--- src/rtl/uart_tx_arbiter_if.sv ---
// Requester-side and transmitter-side signals of the UART transmit arbiter.
// The master modport belongs to the environment; the slave modport belongs to the arbiter.
interface uart_tx_arbiter_if #(
  parameter int NumReq = 4
);
  logic [8*NumReq-1:0] ReqData;
  logic [NumReq-1:0]   ReqValid;
  logic [NumReq-1:0]   ReqLast;
  logic [NumReq-1:0]   ReqReady;
  logic [7:0]          TxData;
  logic                TxValid;
  logic                TxReady;
  logic [NumReq-1:0]   Grant;
  logic                Busy;

  modport master (
    output ReqData, ReqValid, ReqLast, TxReady,
    input  ReqReady, TxData, TxValid, Grant, Busy
  );

  modport slave (
    input  ReqData, ReqValid, ReqLast, TxReady,
    output ReqReady, TxData, TxValid, Grant, Busy
  );
endinterface

--- src/rtl/uart_tx_arbiter.sv ---
// Round-robin, message-locked sharing of one UART transmitter byte port among NumReq requesters.
// A grant lasts until a Last byte, MaxBurst bytes, or TimeoutCycles idle cycles from the grantee.
module uart_tx_arbiter #(
  parameter int NumReq        = 4,
  parameter int MaxBurst      = 16,
  parameter int TimeoutCycles = 1024
) (
  input logic              Clock,
  input logic              Reset,
  uart_tx_arbiter_if.slave bus
);
  localparam int PW = $clog2(NumReq);
  localparam int BW = $clog2(MaxBurst + 1);
  localparam int IW = $clog2(TimeoutCycles + 1);

  localparam logic [0:0] IDLE = 1'b0;
  localparam logic [0:0] LOCK = 1'b1;

  logic [0:0]        state;
  logic [PW-1:0]     g_idx;
  logic [PW-1:0]     ptr;
  logic [BW-1:0]     byte_cnt;
  logic [IW-1:0]     idle_cnt;
  logic [7:0]        tx_data;
  logic              tx_valid;

  logic [7:0]        req_bytes [NumReq];
  logic [PW-1:0]     pick;
  logic              pick_found;
  logic [PW-1:0]     cand_idx;
  logic              g_valid;
  logic              accept;
  logic              last_hit;
  logic              idle_hit;
  logic              release_grant;
  logic [NumReq-1:0] grant_vec;
  logic [NumReq-1:0] ready_vec;

  always_comb begin
    for (int unsigned i = 0; i < NumReq; i++) begin
      req_bytes[i] = bus.ReqData[i*8 +: 8];
    end
  end

  // Scan ptr+1, ptr+2, ... so the previous grantee is considered last.
  always_comb begin
    pick       = '0;
    pick_found = 1'b0;
    cand_idx   = '0;
    for (int unsigned k = 1; k <= NumReq; k++) begin
      cand_idx = PW'((32'(ptr) + k) % NumReq);
      if (!pick_found && bus.ReqValid[cand_idx]) begin
        pick       = cand_idx;
        pick_found = 1'b1;
      end
    end
  end

  always_comb begin
    g_valid       = bus.ReqValid[g_idx];
    accept        = (state == LOCK) && g_valid && (!tx_valid || bus.TxReady);
    last_hit      = accept && (bus.ReqLast[g_idx] || (byte_cnt == BW'(MaxBurst - 1)));
    idle_hit      = (state == LOCK) && !g_valid && (idle_cnt == IW'(TimeoutCycles - 1));
    release_grant = last_hit || idle_hit;
  end

  always_comb begin
    grant_vec = '0;
    ready_vec = '0;
    if (state == LOCK) begin
      grant_vec[g_idx] = 1'b1;
    end
    if (accept) begin
      ready_vec[g_idx] = 1'b1;
    end
  end

  always_ff @(posedge Clock or negedge Reset) begin
    if (!Reset) begin
      state    <= IDLE;
      g_idx    <= '0;
      ptr      <= PW'(NumReq - 1);
      byte_cnt <= '0;
      idle_cnt <= '0;
      tx_data  <= '0;
      tx_valid <= 1'b0;
    end else begin
      // Load and drain can coincide: the new byte simply replaces the departing one.
      if (accept) begin
        tx_data  <= req_bytes[g_idx];
        tx_valid <= 1'b1;
      end else if (tx_valid && bus.TxReady) begin
        tx_valid <= 1'b0;
      end

      case (state)
        IDLE: begin
          if (pick_found) begin
            state    <= LOCK;
            g_idx    <= pick;
            byte_cnt <= '0;
            idle_cnt <= '0;
          end
        end
        LOCK: begin
          if (release_grant) begin
            state    <= IDLE;
            ptr      <= g_idx;
            byte_cnt <= '0;
            idle_cnt <= '0;
          end else begin
            if (accept) begin
              byte_cnt <= byte_cnt + 1'b1;
            end
            if (g_valid) begin
              idle_cnt <= '0;
            end else begin
              idle_cnt <= idle_cnt + 1'b1;
            end
          end
        end
        default: state <= IDLE;
      endcase
    end
  end

  assign bus.TxData   = tx_data;
  assign bus.TxValid  = tx_valid;
  assign bus.Grant    = grant_vec;
  assign bus.ReqReady = ready_vec;
  assign bus.Busy     = (state == LOCK) || tx_valid;
endmodule

--- src/flat_wrapper.sv ---
// flat-port wrapper written by rule: the top's interface ports become plain ports
module uart_tx_arbiter_flat 
#(
  parameter int NumReq        = 4,
  parameter int MaxBurst      = 16,
  parameter int TimeoutCycles = 1024
)
  (Clock, Reset, bus_ReqData, bus_ReqValid, bus_ReqLast, bus_TxReady, bus_ReqReady, bus_TxData, bus_TxValid, bus_Grant, bus_Busy);
  uart_tx_arbiter_if #(.NumReq(NumReq)) bus_i ();
  input logic Clock;
  input logic Reset;
  input wire logic [$bits(bus_i.ReqData)-1:0] bus_ReqData;
  input wire logic [$bits(bus_i.ReqValid)-1:0] bus_ReqValid;
  input wire logic [$bits(bus_i.ReqLast)-1:0] bus_ReqLast;
  input wire logic [$bits(bus_i.TxReady)-1:0] bus_TxReady;
  output wire logic [$bits(bus_i.ReqReady)-1:0] bus_ReqReady;
  output wire logic [$bits(bus_i.TxData)-1:0] bus_TxData;
  output wire logic [$bits(bus_i.TxValid)-1:0] bus_TxValid;
  output wire logic [$bits(bus_i.Grant)-1:0] bus_Grant;
  output wire logic [$bits(bus_i.Busy)-1:0] bus_Busy;
  assign bus_i.ReqData = bus_ReqData;
  assign bus_i.ReqValid = bus_ReqValid;
  assign bus_i.ReqLast = bus_ReqLast;
  assign bus_i.TxReady = bus_TxReady;
  assign bus_ReqReady = bus_i.ReqReady;
  assign bus_TxData = bus_i.TxData;
  assign bus_TxValid = bus_i.TxValid;
  assign bus_Grant = bus_i.Grant;
  assign bus_Busy = bus_i.Busy;
  uart_tx_arbiter #(.NumReq(NumReq), .MaxBurst(MaxBurst), .TimeoutCycles(TimeoutCycles)) u_core (.Clock(Clock), .Reset(Reset), .bus(bus_i));
endmodule
--- config.mk ---
export PLATFORM = sky130hd
export DESIGN_NAME = uart_tx_arbiter_flat
export DESIGN_NICKNAME = d
export VERILOG_FILES = /design/src/rtl/uart_tx_arbiter_if.sv /design/src/rtl/uart_tx_arbiter.sv /design/src/flat_wrapper.sv
export SDC_FILE = /design/constraint.sdc
export NUM_CORES = 1
export LEC_CHECK = 0
export ABC_AREA = 1
export CAP_MARGIN = 20
export CELL_PAD_IN_SITES_DETAIL_PLACEMENT = 0
export CELL_PAD_IN_SITES_GLOBAL_PLACEMENT = 1
export CORE_MARGIN = 10
export CORE_UTILIZATION = 36
export DETAILED_ROUTE_END_ITERATION = 6
export GPL_ROUTABILITY_DRIVEN = 0
export PLACE_DENSITY = 0.87
export SLEW_MARGIN = 20
export SYNTH_ARGS = -nofsm -noshare
export SYNTH_HDL_FRONTEND = slang
export SYNTH_SLANG_ARGS = --single-unit
export TNS_END_PERCENT = 100
--- constraint.sdc ---
create_clock -name Clock -period 5.6 [get_ports Clock]
set_input_delay 1.4 -clock Clock [delete_from_list [all_inputs] [get_ports Clock]]
set_output_delay 1.4 -clock Clock [all_outputs]
set_load 0.02 [all_outputs]
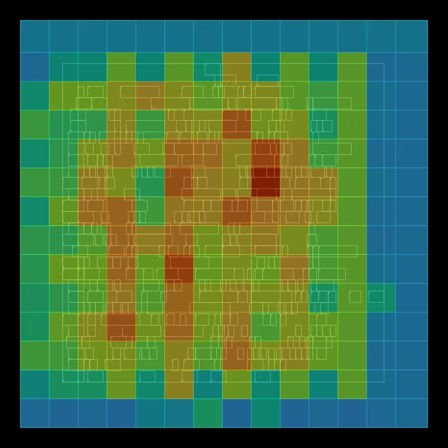
Fig. 1. Routing congestion map (run 1).
Avg WL per Cell: 14.0 um
gr usage total: 0.129
met1 Resource Use GR: 0.148
met2 usage: 0.200
global routing's busiest layer: met2

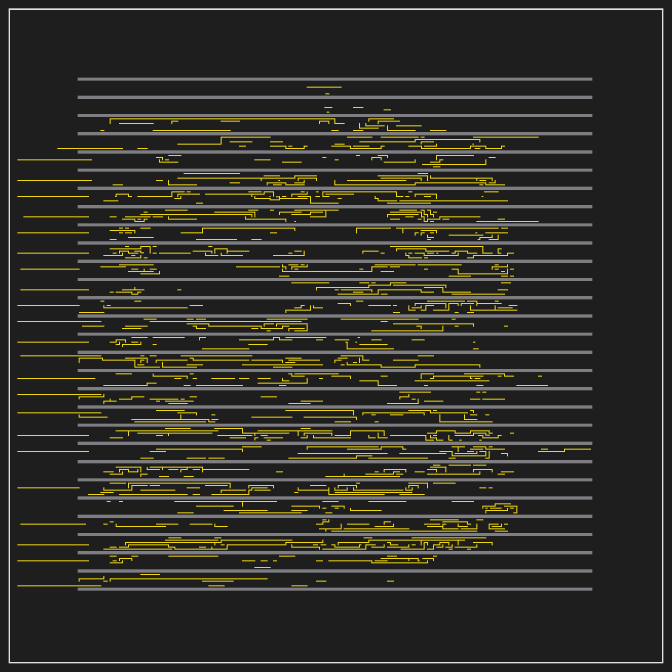
Fig. 2. Met1 routing (run 1).
Supply wires on this layer in grey.
The wires run mostly horizontal. The longest straight run is 33.6 um. The layer holds 44% of the routed length. The layer carries 2690 um of wire.
Post-Route WL: 6.10 mm
Vias: 2145

==> flow_summary.json, run 1 <==
{
  "drt-met1-wl_mm": 2.69,
  "final_nets": 406,
  "pwr-share-comb": 0.563,
  "die_area_um2": 9480,
  "power_leader": "combinational cells",
  "cap_violations": 0,
  "grt_start_max_net_pins": 31,
  "tritoncts": "yes",
  "post-route-period-util": 0.865,
  "clockNetworkAreaShare": 0.0318,
  "syn-cell-area_um2": 2150,
  "pwr-share-seq": 0.298,
  "pg_clk_uw": 182,
  "end_kind": "output pin",
  "inv_count": 30,
  "cts_resized": 0,
  "clk_latency_ps": 290,
  "htree_levels": 2,
  "holdWs_ps": 478,
  "leakagePower_nw": 1.34,
  "die_w_um": 97.4,
  "grt_util_met3": 0.0711,
  "status": "finished clean",
  "fin_util": 0.491,
  "yosys_warnings": 0,
  "p_int_uw": 666,
  "wl_met3_um": 703,
  "startpoint_type": "input port",
  "hold_path.class": "reg -> reg",
  "buf_share": 0.212,
  "hold_buffers": 0,
  "p_clk_frac": 0.139,
  "fin_skew_ps": 10.9,
  "first_pass_iters": 4,
  "layout.area.comb_um2": 1210,
  "topCellsByArea": "dfrtp_1 33%, nand2_1 17%, nand3_1 9.5%",
  "powerSeq_uw": 391,
  "num-nonclk-buffers": 61,
  "finalSetupViolCount": 0,
  "numSynthFlops": 30,
  "largest_class": "logic gates",
  "path_cells": "clkdlybuf4s50_1 > nand2_1 > o21ai_1 > nand2_1 > nand2_2 > nand3_4 > nor2_1 > clkdlybuf4s50_1",
  "setup_ws_ps": 758,
  "path_max_fanout": 23,
  "yosysChipArea_um2": 2150,
  "power_density_nw_per_um2": 457
}
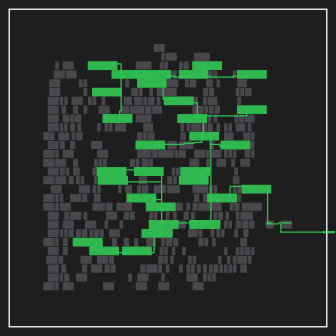
Fig. 3. I/O nets highlighted (run 1).
Key: `Reset` = green [bits 1, direction input, edge right, end cells 30, buffers 2, wire 281 um]

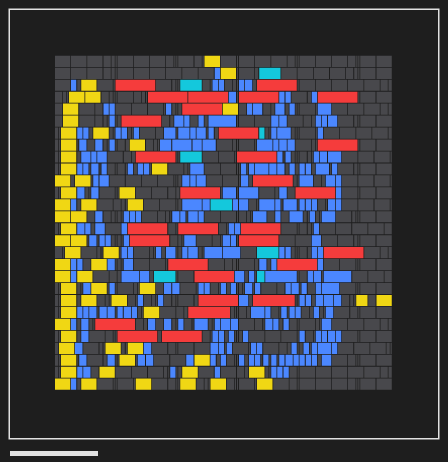
Fig. 4. Placed cells, one colour a class (run 1).
The bar under the picture is 20 um long. Fill, decap, tap and diode cells in grey.
Key: remaining buffers and delay cells = yellow [cells 61, share of their area 22%]; combinational and other logic = blue [cells 262, share of their area 48%]; sequential cells = red [cells 30, share of their area 27%]; clock drivers and dummy loads = cyan [cells 8, share of their area 3.3%]
fraction of area in registers: 0.262
core box area: 5850 um^2

run 1: logic make-up after synthesis:
kind of cell | after synthesis | share of synthesized area
adders and majority gates | 3 | 0.0174
DFF | 30 | 0.350
buffers and inverters | 41 | 0.0906
and+or+nand+nor | 200 | 0.446
AOI/OAI and AO/OA | 24 | 0.0761
xor gates and xnor gates | 5 | 0.0203
run 1: placed cells by master (no fill, tap or decap), types with 5 or more instances in the layout:
cell type,count
inv_1,23
nor2_1,21
dfrtp_1,28
nand2_2,5
clkdlybuf4s50_1,60
xor2_1,5
nand2_1,100
nand4_1,14
o21ai_2,10
o21ai_0,5
nand3_1,41
clkbuf_8,6
run 1: worst reg2reg max path, cell delays in order, from the launching register on:
cell     delay, ps
dfrtp_1        920
inv_2          130
nand2_1         90
nand2_1         50
nand2_1         80
nand2_2        140
nand3_4        250
nor2_4          70
nor2_4         410
nand2_2        140
o21ai_2        140
run 1: sequential cells by signal (all words and copies together), names as in the netlist:
signal	count
u_core.idle_cnt	11
u_core.bus.TxValid	1
u_core.bus.TxData	8
u_core.ptr	2
u_core.byte_cnt	5
u_core.state	1
u_core.g_idx	2
run 1: worst paths after layout:
| kind | from | to | slack [ps] | cells past startpoint |
|---|---|---|---|---|
| worst min register to register | u_core.bus.TxData[6] | u_core.bus.TxData[6] | 480 | 2 |
| max in group asynchronous | Reset | u_core.ptr[0] | 3760 | 2 |
| worst max register to register | u_core.g_idx[0] | u_core.idle_cnt[0] | 3120 | 10 |
| worst max-delay path | bus_ReqValid[1] | bus_ReqReady[0] | 760 | 8 |
| worst min-delay path | u_core.bus.TxData[6] | u_core.bus.TxData[6] | 480 | 2 |
| min in group asynchronous | Reset | u_core.idle_cnt[7] | 1510 | 2 |
==> run 1 -> run 2 <==
--- a/config.mk
+++ b/config.mk
@@ -14,7 +14,6 @@
 export DETAILED_ROUTE_END_ITERATION = 6
 export GPL_ROUTABILITY_DRIVEN = 0
 export PLACE_DENSITY = 0.87
-export SLEW_MARGIN = 20
 export SYNTH_ARGS = -nofsm -noshare
 export SYNTH_HDL_FRONTEND = slang
 export SYNTH_SLANG_ARGS = --single-unit
==> constraint.sdc (replaced) <==
create_clock -name Clock -period 6 [get_ports Clock]
set_input_delay 1.5 -clock Clock [delete_from_list [all_inputs] [get_ports Clock]]
set_output_delay 1.5 -clock Clock [all_outputs]
set_load 0.02 [all_outputs]
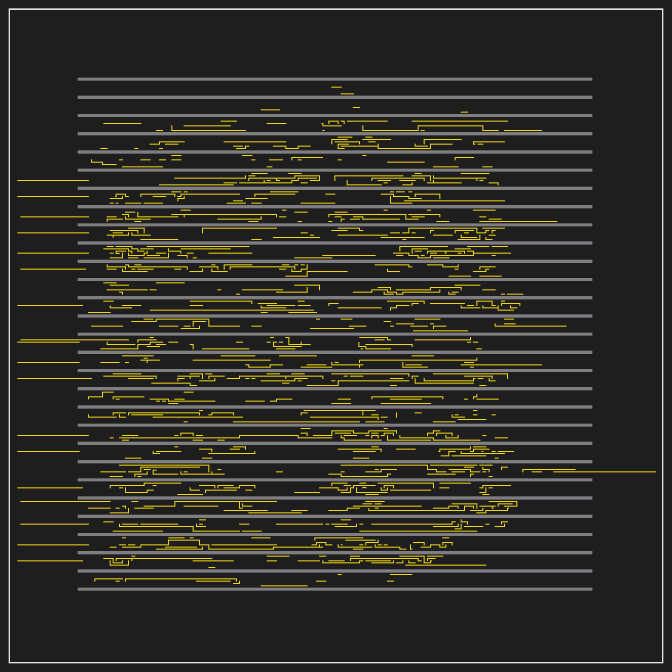
Fig. 5. Met1 routing (run 2).
Supply wires on this layer in grey.
The layer holds 43% of the routed length. 366 nets have wire on it.

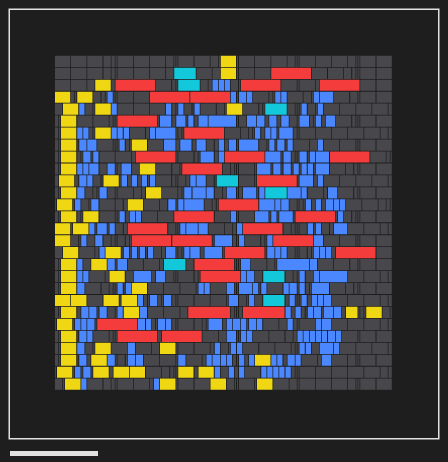
Fig. 6. Placed cells, one colour a class (run 2).
The bar under the picture is 20 um long. Fill, decap, tap and diode cells in grey.
Key: sequential cells = red [cells 30, share of their area 27%]; clock drivers and dummy loads = cyan [cells 8, share of their area 3.9%]; combinational and other logic = blue [cells 262, share of their area 47%]; remaining buffers and delay cells = yellow [cells 61, share of their area 22%]
Layout Utilization: 0.494
fin area: 2890 um^2

==> run 2 against run 1 <==
Net effect:
- clock power grew 7%
- power decreased by 4.9%
- critical path type unchanged
- critical path depth unchanged
- routed wire length grew 0.28%
- cell area increased by 0.65%
- largest power group unchanged
==> flow_summary.json, run 2 <==
{
  "status": "finished clean",
  "cap_violations": 0,
  "lay_top_cells": "100 x nand2_1, 60 x clkdlybuf4s50_1, 41 x nand3_1, 28 x dfrtp_1, 23 x inv_1",
  "die_area_um2": 9480,
  "topCellsByArea": "dfrtp_1 33%, nand2_1 17%, nand3_1 9.5%",
  "first_pass_iters": 4,
  "path_cells": "clkdlybuf4s50_1 > nand2_1 > nand2_1 > nand2_1 > nand2_2 > nand3_4 > nor2_1 > clkdlybuf4s50_1",
  "layout_top_cell": "nand2_1",
  "pwr-share-comb": 0.553,
  "regMostFlops": "u_core.idle_cnt",
  "routed_wl_mm": 6.12,
  "grt_start_max_net_pins": 31,
  "tritoncts": "yes",
  "largest_reg_flops": 11,
  "power_leader": "combinational cells",
  "finalSetupViolCount": 0,
  "yosys_warnings": 0,
  "power_density_nw_per_um2": 432,
  "htree_levels": 2,
  "hold_buffers": 0,
  "numSynthFlops": 30,
  "powerSeq_uw": 364,
  "die_w_um": 97.4,
  "vias": 2138,
  "yosysChipArea_um2": 2150,
  "grt.total_usage": 0.131
}
[run 2: kinds of logic after synthesis]
logic type               synth area share
buffers and inverters              0.0906
AND-OR/OR-AND                      0.0761
adder cells (fa/ha/maj)            0.0174
AND/OR/NAND/NOR                     0.446
flip-flops                          0.350
XOR/XNOR                           0.0203
[run 2: final timing paths]
| path | end | cells after the start | start |
|---|---|---|---|
| max in group asynchronous | u_core.ptr[1] | 2 | Reset |
| hold / removal | u_core.bus.TxData[0] | 2 | u_core.bus.TxData[0] |
| hold reg to reg | u_core.bus.TxData[0] | 2 | u_core.bus.TxData[0] |
| min in group asynchronous | u_core.idle_cnt[6] | 2 | Reset |
| setup / recovery | bus_ReqReady[1] | 8 | bus_ReqValid[3] |
| setup reg to reg | u_core.idle_cnt[0] | 10 | u_core.g_idx[0] |
[run 2: per-layer routing]
| metal | part of all wire | up-vias | global-route usage |
|---|---|---|---|
| li1 | - | 1097 | - |
| met5 | 0 | - | 0 |
| met2 | 0.44 | 60 | 0.213 |
| met4 | 0.0095 | 0 | 0.0336 |
| met1 | 0.43 | 976 | 0.139 |
| met3 | 0.12 | 5 | 0.0818 |
[run 2: stage by stage]
stage | power [mW] | hold WS, ps | instances | instance area, um^2
3_5_place_dp | 1.07 | 466 | 428 | 2780
2_1_floorplan | 0.850 | 471 | 303 | 2150
5_1_grt | 1.36 | 510 | 436 | 2890
6_report | 1.25 | 487 | 436 | 2890
3_3_place_gp | 1.06 | 461 | 428 | 2780
4_1_cts | 1.27 | 490 | 436 | 2890
[run 2: cell type report]
class | count | area [um^2]
Clock buffer | 8 | 110
Fill cell | 590 | 2960
Inverter | 30 | 118
Multi-Input combinational cell | 232 | 1210
Sequential cell | 30 | 753
Tap cell | 75 | 93.8
Timing Repair Buffer | 61 | 608
==> run 2 -> run 3 <==
--- a/config.mk
+++ b/config.mk
@@ -10,10 +10,10 @@
 export CELL_PAD_IN_SITES_DETAIL_PLACEMENT = 0
 export CELL_PAD_IN_SITES_GLOBAL_PLACEMENT = 1
 export CORE_MARGIN = 10
-export CORE_UTILIZATION = 36
+export CORE_UTILIZATION = 30
 export DETAILED_ROUTE_END_ITERATION = 6
 export GPL_ROUTABILITY_DRIVEN = 0
-export PLACE_DENSITY = 0.87
+export PLACE_DENSITY = 0.78
 export SYNTH_ARGS = -nofsm -noshare
 export SYNTH_HDL_FRONTEND = slang
 export SYNTH_SLANG_ARGS = --single-unit
==> constraint.sdc (replaced) <==
create_clock -name Clock -period 4.25 [get_ports Clock]
set_input_delay 1.0625 -clock Clock [delete_from_list [all_inputs] [get_ports Clock]]
set_output_delay 1.0625 -clock Clock [all_outputs]
set_load 0.02 [all_outputs]
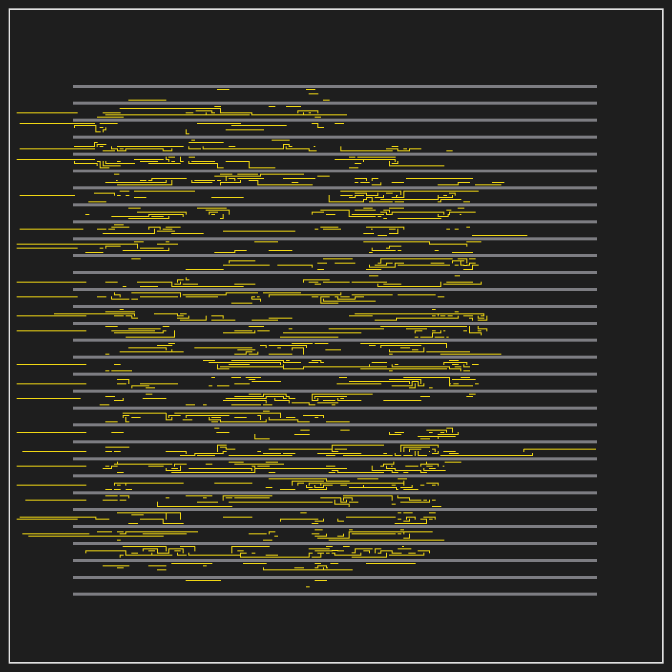
Fig. 7. Met1 routing (run 3).
Supply wires on this layer in grey.
The layer holds 45% of the routed length. 365 nets have wire on it.

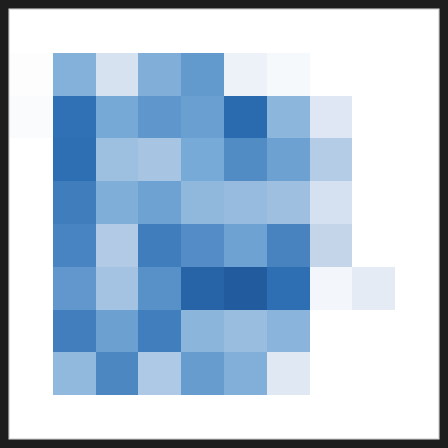
Fig. 8. Cell area per tile (run 3).
The die is cut into 10 by 10 equal tiles; white is low, dark blue is high, 0 to 100% covered.
45% of the tiles are nearly empty. The densest ninth of the die: middle. The mean over all tiles is 26%. The fullest tile reaches 82%. The emptiest ninth of the die: bottom right.
Initial Util: 0.314
core box area: 6870 um^2
Layout Utilization: 0.428

==> run 3 against run 2 <==
Net effect:
- highest routed layer unchanged
- clock-buffer cell count fell by 1
- clock power rose by 46%
- global-route usage is 2.2 points lower
- register-to-register slack worse by 1400 ps
- worst hold slack better by 1.8 ps
- synthesized cell count unchanged
- critical path depth is the same
- cell count grew 5.7%
- routed wire length shrank 0.87%
==> flow_summary.json, run 3 <==
{
  "r2r_cells": 9,
  "status": "finished clean",
  "yosys.area.top_type": "dfrtp_1",
  "lay_top_cells": "100 x nand2_1, 60 x clkdlybuf4s50_1, 41 x nand3_1, 28 x dfrtp_1, 23 x inv_1",
  "path_cells": "clkdlybuf4s50_1 > nand2_1 > o21ai_1 > nand2_1 > nand2_2 > nand3_4 > nor2_1 > clkdlybuf4s50_1",
  "flop_area_um2": 753,
  "yosys_warnings": 0,
  "yosysChipArea_um2": 2150,
  "fill_cells": 710,
  "crit_start": "bus_ReqValid[1]",
  "antenna_found_initial": 0,
  "drt-initial-drc-count": 89,
  "cp_slowest_cell": "clkdlybuf4s50_1",
  "final_nets": 410,
  "routed_wl_mm": 6.06,
  "hold_buffers": 0,
  "hold_path_depth": 2,
  "regMostFlops": "u_core.idle_cnt",
  "path_clk_slew_ps": 70,
  "cap_violations": 0,
  "reg2reg_to": "u_core.idle_cnt[7]",
  "topCellsByArea": "dfrtp_1 33%, nand2_1 17%, nand3_1 9.5%",
  "finalSetupViolCount": 0,
  "port_buffers": 60,
  "crit_path_end": "bus_ReqReady[0]",
  "first_pass_iters": 4,
  "tns_ps": 0,
  "cts.sinks": 30,
  "layout.area.comb_um2": 1210,
  "vias": 2141,
  "htree_levels": 2,
  "power_density_nw_per_um2": 613,
  "grt.total_usage": 0.109,
  "fp-row-count": 30,
  "die_area_um2": 11000,
  "largest_reg_flops": 11,
  "grt_start_max_net_pins": 31,
  "max_freq_ghz": 0.257,
  "min_to": "u_core.bus.TxData[1]",
  "vdd_drop_max_mv": 0.310,
  "layout_top_cell": "nand2_1",
  "end_kind": "output pin",
  "r2r-start": "u_core.byte_cnt[0]",
  "hp-start": "u_core.bus.TxData[1]",
  "tritoncts": "yes"
}
## run 3: cell counts after synthesis
No cell type changed its count.
## run 3: power breakdown
| part | internal [mW] | leakage [nW] | switching, mW | total (mW) |
|---|---|---|---|---|
| sequential | 0.378 | 0.387 | 0.0924 | 0.470 |
| combinational | 0.395 | 0.927 | 0.654 | 1.05 |
| clock | 0.175 | 0.0524 | 0.110 | 0.285 |
| total | 0.948 | 1.37 | 0.856 | 1.80 |
## run 3: cells by family after synthesis
group           Yosys count  synth area share
compound gates           24            0.0761
simple gates            200             0.446
flops                    30             0.350
xor+xnor                  5            0.0203
fa+ha+maj                 3            0.0174
buf+inv                  41            0.0906
## run 3: layout make-up
class	count	area share
Inverter	30	0.0400
Clock buffer	7	0.0259
Tap cell	96	0.0408
Timing Repair Buffer	65	0.217
Clock inverter	1	0.0102
Sequential cell	30	0.256
Multi-Input combinational cell	232	0.410
## run 3: critical path: cells and delay by family
family	cells	cell delay, ps
compound gates	1	70
buf+inv	2	1120
simple gates	5	570
## run 3: per-stage QoR
| stage | instances | util | area (um^2) | hold WS (ps) | total power [mW] |
|---|---|---|---|---|---|
| finish | 461 | 0.428 | 2940 | 488 | 1.80 |
| CTS | 461 | 0.428 | 2940 | 493 | 1.83 |
| global route | 461 | 0.428 | 2940 | 525 | 1.96 |
| detailed placement | 453 | 0.413 | 2840 | 468 | 1.54 |
| global placement | 453 | 0.413 | 2840 | 462 | 1.53 |
| floorplan | 303 | - | 2150 | 471 | 1.20 |
## run 3: layer usage
layer / share of wire / GRT usage / vias to the layer above
li1: - / - / 1112
met2: 0.45 / 0.177 / 65
met4: 0.0061 / 0.0235 / 0
met1: 0.45 / 0.127 / 961
met3: 0.099 / 0.0541 / 3
met5: 0 / 0 / -
Power and IR drop assume default switching activity.
